### Cells by drive strength, run 1

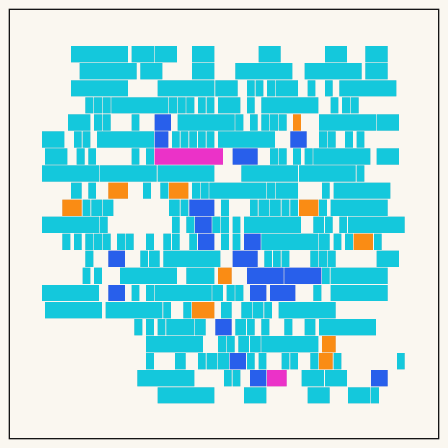
### Zoomed window, run 1

Region (41, 41) to (61, 61) um. Cells in grey, sequential cells in the stronger grey; small squares are vias.
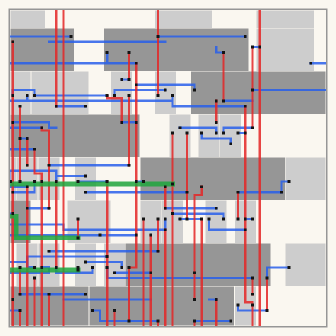
### Cell density map, run 1

7 x 7 tiles, from white (low) to dark blue (high), 0 to 100% covered.
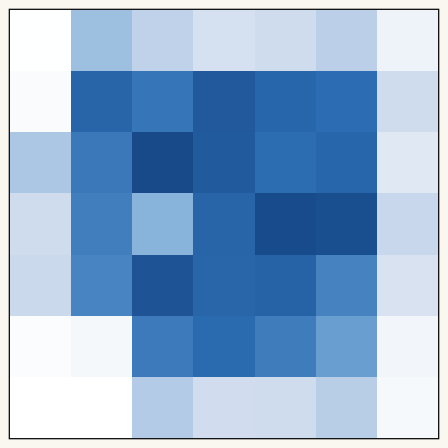
Design tdm_demux_e, sky130hd; sources not shown.
==> reports/metrics.yaml, run 1 <==
layout:
  comb_area_sq_um: 678.2
  inverters: 18
  comb_area_share_pct: 31.17
  syn2layout_area_growth_pct: 21.02
  diodes: 0
  layout.nets: 247
  final-nonclk-buf-share_pct: 13.11
  drive_gt1_share_pct: 12.92
  ff_count: 40
  dominant_cells: "sequential cells"
  clk_share_pct: 3.853
  seq_area_sq_um: 1001
  final.clkbuf_count: 5
global_routing:
  track_usage_pct: 18.06
  antenna_found_initial: 0
  grt_max_degree: 41
  gr-usage-met1_pct: 25.29
  grt_overflow: 0
  grt_pass1_vias: 1340
  grt_use_met2_pct: 27.80
  grt_first_pass_wirelength_um: 6141
  top_usage_layer: "met2"
synth:
  ys_area_sq_um: 1798
  synth.distinct_cells: 19
  yosysWarnings: 0
  netlist.area_leader.share_pct: 55.67
  top_area_cell: "dfrtp_1"
  ys_ff: 40
  syn_avg_cell_area_sq_um: 8.686
  syn_nets: 215
  synthTopCellsByArea: "dfrtp_1 (56%), nand2_1 (21%), inv_1 (3.3%), o21ai_0 (2.8%), nand2_4 (2.5%)"
  ys_seq_share_pct: 55.67
  synth_area_sq_um: 1798
power_and_ir_drop:
  ir_drop_mv: 0.4123
  cellPowerDensity_nw_per_um2: 867.5
  leakagePower_nw: 1.165
  power_mw: 1.888
worst_setup_path:
  reg2reg_depth: 12
  required_ns: 2.19
  path_max_fanout: 9
  reg2reg_slack_ns: 0.30
  crit_type: "in2reg"
  arrival_ns: 1.99
placed_design:
  dp.cells: 278
  dpl.hpwl_um: 2627
  place.gp.congestion: 0.8350
  dpl-instance-area_sq_um: 2092
timing:
  hold-worst-slack_ns: 0.3323
  finalSetupTns_ns: 0
  fin_crit_sh_pct: 89.68
  slew_viol_final: 0
  setup_viol: 0
  timing.fmax_ghz: 0.5869
  fin_skew_ns: 0.02172
  rsz0062_at_grt: "no"
  min_period_ns: 1.704
clock_tree:
  clockRootBuffer: "clkbuf_4"
  cts.sinks: 40
  cts_post_setup_buffers_inserted: 0
  holdBufCountCts: 0
  ctsResizeCount: 0
  cts-htree-levels: 2
  tritoncts: "done"
  clkTransAtPathRegs_ns: 0.14
  cts_made_buffers: 5
  ctsLongestPathBuffers: 2
routing:
  drtIter0Drc: 134
  wl_met2_um: 1736
  wirelength_um: 3575
  vias_per_cell: 4.839
  wire_per_inst_um: 12.50
  vias: 1384
  highest_layer: "met4"
job:
  warnings: 26
  drv_cap: 0
die:
  num_rows: 21
  die_area_sq_um: 4657
  fp.dieW_um: 68.25
  ios: 26
min_path:
  min_path_type: "in2async"
run_status:
  outcome: "finished clean"
Back to the opening pictures, 'Cells by drive strength':
- drive 3 to 4: blue (cells 19; most used buf_4)
- drive 2: orange (cells 10; most used o21ai_2)
- drive 1 or less: cyan (cells 209; most used nand2_1)
- drive 6 and up: magenta (cells 2)
Non-Clock Buffer Count: 30
fin worst setup slack: 0.1962 ns
fin area: 2176 sq um

Back to the opening pictures, 'Zoomed window':
- met2: red
- met1: blue
- met3: green
- cells with their middle in the window: 30
- most frequent: nand2_1 (17), dfrtp_1 (7), clkdlybuf4s50_1 (4)
- sequential cells in the window: 7

Back to the opening pictures, 'Cell density map':
- fullest tile: 90%
- emptiest ninth of the die: bottom left
- mean over tiles: 46%
- densest ninth of the die: middle
final cell utilization of the core: 65.72%
Initial Utilization: 54.31%
total core area: 3311 sq um

## run 1: kinds of logic after synthesis
family | count (synthesis) | synth area share (%)
AOI/OAI and AO/OA | 18 | 7.307
DFF | 40 | 55.67
and+or+nand+nor | 123 | 28.81
adders and majority gates | 2 | 1.392
other | 1 | 0.2086
buffers and inverters | 23 | 6.611
## run 1: cell usage in the layout, fill, tap and decap left out
master	synthesis	routed
conb_1	1	1
o21ai_2	5	5
nand2_4	4	4
nand3_1	8	8
nand3_2	1	1
bufinv_16	0	1
clkdlybuf4s50_1	0	24
a21oi_4	2	2
nand2_1	99	99
inv_4	1	1
inv_6	0	1
nor3_1	2	2
dfrtp_1	40	40
o21ai_0	10	10
nand2_2	3	3
buf_4	2	6
ha_1	2	2
inv_2	1	1
clkbuf_4	0	5
o21ai_1	1	1
clkinvlp_4	0	1
nor2_1	6	6
inv_1	16	16
## run 1: report_power, final
part / internal (mW) / switching [mW] / total (mW)
sequential: 0.944 / 0.0571 / 1.00
combinational: 0.128 / 0.187 / 0.315
clock: 0.281 / 0.289 / 0.571
total: 1.35 / 0.534 / 1.89
## run 1: per-stage QoR
stage                     worst slack (ns)  util [%]
final                               0.1962     65.72
after global routing               0.06161     65.72
after CTS                           0.1950     65.72
after detailed placement           -0.1445     63.19
after global placement            -0.09099     63.19
after floorplan                     0.2499         -
## run 1: worst max-delay path, cell delays in order
cell	delay, ns
clkdlybuf4s50_1	0.51
inv_1	0.08
nand2_1	0.06
nand3_1	0.08
inv_1	0.07
ha_1	0.14
ha_1	0.17
inv_1	0.06
nor2_1	0.16
nand2_4	0.12
inv_4	0.12
nand2_1	0.06
nand2_1	0.07
## run 1: cells in the mapped netlist, drive strengths merged
master,count
a21oi,2
buf,5
conb,1
dfrtp,40
ha,2
inv,18
nand2,106
nand3,9
nor2,6
nor3,2
o21ai,16
### Cell placement, run 1

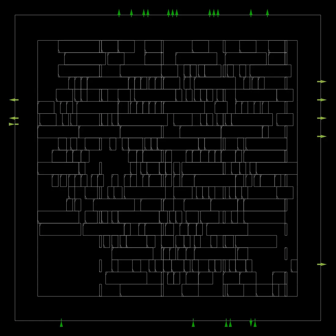

==> inputs of run 2 (changes only) <==
Settings changed: CORE_ASPECT_RATIO set to 0.6, CORE_UTILIZATION 53 to 52, PLACE_DENSITY 0.78 to 0.77.
### Cell placement, run 2

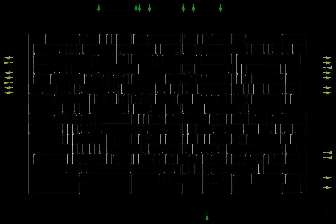
fillers: 293
Post-Layout Cell Count: 285

### Zoomed window, run 2

Region (54, 32) to (74, 52) um. Cells in grey, sequential cells in the stronger grey; small squares are vias.
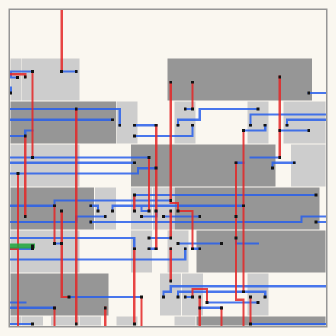
- met3: green
- met2: red
- met1: blue
- sequential cells in the window: 7
- cells with their middle in the window: 24
- most frequent: nand2_1 (12), dfrtp_1 (7)

==> run 2 against run 1 <==
Clock power up 35%. Synthesized area is the same. Utilization is 1.9 points higher. Non-clock buffer count unchanged. Hold slack gained 0.070 ns. Register-to-register slack got worse by 0.02 ns. Fmax is 1.7% lower. Clock skew is 0.011 ns lower. Count of clock-buffer cells in the layout rose by 2. Flip-flop count unchanged. Critical path depth fell by 1. Critical endpoint unchanged.
==> reports/metrics.yaml, run 2 <==
run_status:
  outcome: "finished clean"
routing:
  wire_per_inst_um: 13.45
  wl_met2_um: 1449
  wirelength_um: 3833
  vias_per_cell: 4.954
  vias: 1412
layout:
  drive_gt1_share_pct: 13.33
  final_cell_mix: "nand2_1 (99), dfrtp_1 (40), clkdlybuf4s50_1 (24), inv_1 (16), o21ai_0 (10)"
  postLayoutCoreUtil_pct: 67.61
  finish.instance_area_sq_um: 2220
timing:
  setup_viol: 0
  min_period_ns: 1.734
  timing.fmax_ghz: 0.5768
  fin_skew_ns: 0.01046
  layout_setup_ws_ns: 0.1664
  slew_viol_final: 0
  fin_crit_sh_pct: 91.24
global_routing:
  grt_overflow: 0
  grt_use_met2_pct: 19.32
  track_usage_pct: 17.08
  antenna_found_initial: 0
  gr-usage-met1_pct: 27.95
  grt_first_pass_wirelength_um: 6285
  top_usage_layer: "met1"
synth:
  top_logic_kind: "simple AND/OR/NAND/NOR gates"
  top_area_cell: "dfrtp_1"
  synth.distinct_cells: 19
  async_reset_ff_share_pct: 100.0
  ys_sh_xor_pct: 0
  synth-compound-area-share_pct: 7.307
  ys_seq_share_pct: 55.67
  netlist.area_leader.share_pct: 55.67
  synthTopCellsByArea: "dfrtp_1 (56%), nand2_1 (21%), inv_1 (3.3%), o21ai_0 (2.8%), nand2_4 (2.5%)"
  common_cells: "nand2_1 (99), dfrtp_1 (40), inv_1 (16)"
  ys_ff: 40
  yosysWarnings: 0
  edf_count: 0
die:
  ios: 26
  num_rows: 16
  core_area_sq_um: 3283
worst_setup_path:
  reg2reg_depth: 12
  path_buffers: 4
  critPathMaxStageDelay_ns: 0.53
  crit_cells: 12
  required_ns: 2.09
  path_max_fanout: 9
  cp_slowest_cell: "clkdlybuf4s50_1"
  crit_chain: "clkdlybuf4s50_1 -> inv_1 -> nor2_1 -> nor2_1 -> ha_1 -> ha_1 -> inv_1 -> nor2_2 -> nand2_4 -> inv_4 -> nand2_1 -> nand2_1"
clock_tree:
  cts-htree-levels: 2
  ctsLongestPathBuffers: 2
  tritoncts: "done"
  holdBufCountCts: 0
  cts.sinks: 40
power_and_ir_drop:
  leakagePower_nw: 1.187
  ir_drop_mv: 0.5577
  cellPowerDensity_nw_per_um2: 944.3
placed_design:
  dp_slack_ns: -0.1634
job:
  warnings: 26
### Pin map, run 2

Scale bar: 20 um. Pins as bars across the die edge, other pins in grey.
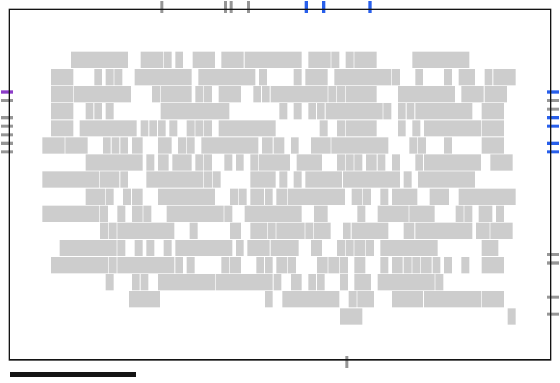
- b_word: blue (pins 8; direction output; edge 5 right, 3 top)
- a_valid: purple (pins 1; direction output; edge left)
- all pins by edge: 11 right, 7 left, 7 top, 1 bottom
Port Buffers: 24
Die Wd: 85.91 um
Die Y-Extent: 55.55 um

run 2: per-stage QoR:
stage	power [mW]	std cells	hold slack, ns
3_5_place_dp	1.338	277	0.4681
4_1_cts	2.109	285	0.4219
5_1_grt	2.178	285	0.4610
6_report	2.096	285	0.4023
2_1_floorplan	1.220	207	0.3946
3_3_place_gp	1.334	277	0.4646
run 2: where the power goes:
part	switching [mW]	internal, mW
combinational	0.194	0.128
clock	0.308	0.464
sequential	0.0573	0.945
run 2: cells by family (layout without fill, tap and decap cells):
| logic type | after synthesis | count (layout) |
|---|---|---|
| DFF | 40 | 40 |
| and+or+nand+nor | 123 | 123 |
| adders and majority gates | 2 | 2 |
| AOI/OAI and AO/OA | 18 | 18 |
| buffers and inverters | 23 | 56 |
| other | 1 | 1 |
run 2: worst reg2reg max path, cell delays in order, from the launching register on:
cell and delay, ns:
dfrtp_1 0.41, inv_1 0.07, nand2_1 0.05, nand3_1 0.08
inv_1 0.05, ha_1 0.17, ha_1 0.20, inv_1 0.09
nor2_2 0.05, nand2_4 0.13, inv_4 0.07, nand2_1 0.06
nand2_1 0.06
run 2: layout make-up:
type / instances / area [sq um] / area share, %
Sequential cell: 40 / 1001 / 45.10
Multi-Input combinational cell: 144 / 680.7 / 30.67
Timing Repair Buffer: 30 / 285.3 / 12.85
Clock buffer: 7 / 96.34 / 4.340
Inverter: 18 / 70.07 / 3.157
Tap cell: 45 / 56.30 / 2.537
Clock inverter: 1 / 30.03 / 1.353
run 2: repair_timing:
action                                  in CTS  in global routing
endpoints found under the setup margin       0                  8
hold endpoints to repair                     0                  0
resized                                      0                  1
Power and IR drop assume default switching activity.
